==> config.mk <==
export PLATFORM = sky130hd
export DESIGN_NAME = calc_result_display_flat
export DESIGN_NICKNAME = d
export VERILOG_FILES = /design/src/rtl/calc_result_display_if.sv /design/src/rtl/calc_result_display.sv /design/src/flat_wrapper.sv
export SDC_FILE = /design/constraint.sdc
export NUM_CORES = 1
export LEC_CHECK = 0
export ABC_AREA = 1
export CORE_UTILIZATION = 35
export CTS_BUF_LIST = sky130_fd_sc_hd__clkbuf_8
export DETAILED_ROUTE_END_ITERATION = 8
export PLACE_DENSITY = 0.63
export RECOVER_POWER = 50
export REMOVE_ABC_BUFFERS = 1
export SETUP_SLACK_MARGIN = 0.5
export SLEW_MARGIN = 20
export SYNTH_ARGS = -nofsm -noshare
export SYNTH_HDL_FRONTEND = slang
export SYNTH_SLANG_ARGS = --single-unit
==> constraint.sdc <==
create_clock -name clk -period 2.6 [get_ports clk]
set_clock_uncertainty 0.1 [all_clocks]
set_input_delay 0.65 -clock clk [delete_from_list [all_inputs] [get_ports clk]]
set_output_delay 0.65 -clock clk [all_outputs]
set_load 0.01 [all_outputs]
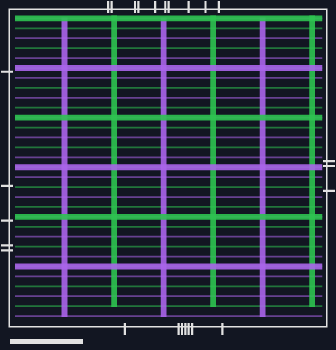
**Above:** power grid.
Scale bar: 20 um. Pins as bars on the die edge.
colour	net
purple	VSS
green	VDD
met5 straps	6
rows	30
signal pins	25
met1 rails	31
met4 straps	6
die x size: 86.6 um
core area: 6870 sq um
maximum VDD drop: 0.357 mV
Die H: 86.6 um

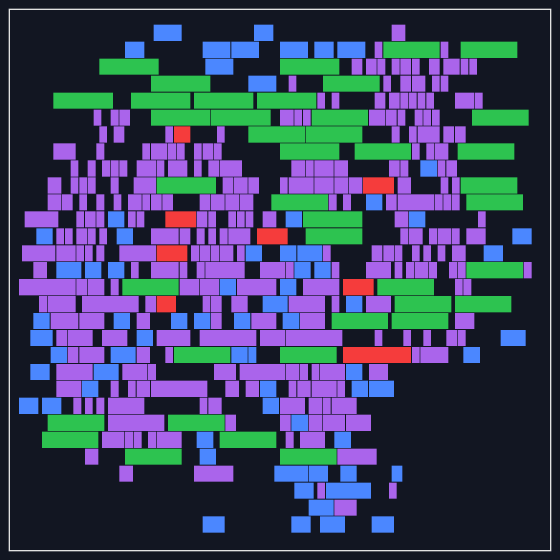
**Above:** cells coloured by class.
colour	class	cells	share of their area
red	clock drivers and dummy loads	8	3.2%
blue	other buffers and delay cells	70	18%
purple	all other logic	281	51%
green	flip-flops	40	28%
Final Cell Area: 3710 sq um
Util after Layout: 54.0%
num rows: 30
sequential share of cell area: 27.4%

==> results.cfg <==
; flow metrics
[final_timing]
fmax_mhz = 452
hold_violations = 0
setup_viol = 0
drv_slew = 0
layout_min_cycle_time_ps = 2210
relSlewSlack_pct = 32.3
grt_setup_unrepaired = true
finalCritPeriodShare_pct = 85.1
worst_slack_ps = 387
finalHoldWorstSlack_ps = 396
final.setup.tns_ps = 0
tightest_slew_ps = 1020

[synth]
synth-main-ff-cell = dfrtp_1
yosysTopAreaCell = dfrtp_1
area_leaders = dfrtp_1, nand2_1, dfstp_2, ha_1, inv_1
synth_cell_types = 31
yosysMostFrequentCell = nand2_1
ys_cells = 322
synth_cells = 322
synthTopCellsByCount = nand2_1, inv_1, dfrtp_1
synthesis.area_sq_um = 2510
edf_count = 0
async_flop_share_pct = 100
top_area_share_pct = 28.0
ys_seq_elements = 40
yosys_area_sq_um = 2510
postSynthSeqShare_pct = 40.5
yosysWarnings = 0
postSynthAreaPerCell_sq_um = 7.78

[clock_tree]
clockRootBuffer = clkbuf_8
clkSinkCount = 40
hold_buffers = 0
clk_pin_slew_ps = 80
clk-insertion-delay-late_ps = 300
clockBufferDepth = 2
htree_levels = 2
cts_tree = yes
numCtsBuffers = 5

[detailed_routing]
antenna_left = 0
drc = 0
wl_met2_um = 3200
routedWlPerCell_um = 12.2
dr_total_vias = 2262
routed_via_density = 4.57
routed_wl_um = 6050
wirelength_met1_um = 2630
top_layer = met4
first_pass_iters = 5
dr_wl_met3_um = 152
drtIter0Drc = 111

[critical_path]
cpMostUsedCell = nand2_1
cp_slowest_stage_delay_ps = 210
crit_family = simple AND/OR/NAND/NOR gates
path_depth = 16
reg2reg_slack_ps = 630
critical_path_class = primary input to register
cp_cell_sequence = buf_8 > inv_8 > nand3_4 > nand2_4 > nand2_1 > o21ai_4 > nand2_4 > inv_4 > ha_4 > nand3b_1 > nand2_1 > nand2_1 > nand2_2 > nand2_2 > nand3_2 > a21oi_2
cpMaxStageDelayCell = o21ai_4
start_kind = primary input
arrival_ps = 2340
rr_worst_depth = 14
critPathBufInv = 3
crit_required_ps = 2730
critical_path.max_fanout = 7
end_kind = register

[status]
status = finished clean

[grt]
grt_pass1_wl_um = 9940
grt_use_met1_pct = 19.5
overflow = 0
grt_pass1_vias = 2339
grt_use_total_pct = 16.9
met3_usage_pct = 3.24
use_met2_pct = 31.4
antenna_found_initial = 0
busiest_layer = met2
grt_max_degree = 41

[floorplan]
io_pins = 25
die-area_sq_um = 7500
fp_util_pct = 36.5

[flow_run]
cap_violations = 0
tool_warnings = 32

[layout]
largest_reg_flops = 16
finalNetCount = 425
nFillCells = 626
fin_cells = 495
antenna_cells = 0
seq_area_sq_um = 1020
comb_area_sq_um = 1620
synthToLayoutAreaGrowth_pct = 47.9
drive_above_1_share_pct = 42.1

[hold_path]
hold_path.class = register to register
hold_depth = 1

[power_and_ir_drop]
power.density_nw_per_um2 = 548
leakage_nw = 1.81
p_total_w = 0.00203

[place]
place_ws_ps = -405
gp_congestion = 0.869
dp_cells = 475
hpwlAfterDp_um = 4040
portBuffers = 24
dpl_cell_area_sq_um = 3110
cell families (layout without fill, tap and decap cells):
family                     count (synthesis)  count (layout)  synth area share, %
AOI/OAI and AO/OA                         32              32                 7.84
and+or+nand+nor                          180             181                 34.8
DFF                                       40              40                 40.5
buffers and inverters                     52             128                 8.39
xor gates and xnor gates                   4               4                 1.40
adders and majority gates                 14              14                 6.99
layout by cell type (no fill, tap or decap), types with 3 or more instances in the layout:
cell type       Yosys  layout
a21oi_1             9       8
buf_4               0      36
buf_6               2       9
clkbuf_8            0       5
dfrtp_1            28      28
dfstp_2            12      12
dlygate4sd2_1       0      11
dlymetal6s2s_1      0       7
ha_1               14       5
ha_2                0       3
ha_4                0       6
inv_1              43      34
inv_2               7      12
nand2_1            88      71
nand2_2            17      21
nand2_4             4      16
nand3_1            26      19
nand3_2             3       8
nand3_4             1       4
nand3b_1            3       3
nand4_1             3       3
nor2_1             25      19
nor2_2              3       7
nor2_4              1       3
o21ai_0             9       5
o21ai_1             5       5
o21ai_2             3       4
o21ai_4             1       4
xor2_1              4       4
area by class of cell:
type | instances | share of cell area (%)
Clock inverter | 3 | 1.25
Clock buffer | 5 | 1.86
Tap cell | 96 | 3.24
Timing Repair Buffer | 70 | 17.0
Sequential cell | 40 | 27.4
Inverter | 50 | 5.54
Multi-Input combinational cell | 231 | 43.7
report_power, final:
part	switching [W]	internal (W)	leakage, nW
Clock	0.000238	0.000289	0.0548
Sequential	0.0000125	0.000665	0.485
Combinational	0.000455	0.000372	1.27
repair_timing:
| action | in CTS | in global routing |
|---|---|---|
| setup buffers | 8 | 3 |
| endpoints found under the setup margin | 13 | 17 |
| resized | 80 | 58 |
| gates cloned | 1 | 0 |
| pin swaps | 40 | 35 |
| hold endpoints to repair | 0 | 0 |
No activity file was given, so power comes from the tool's default toggle rates.
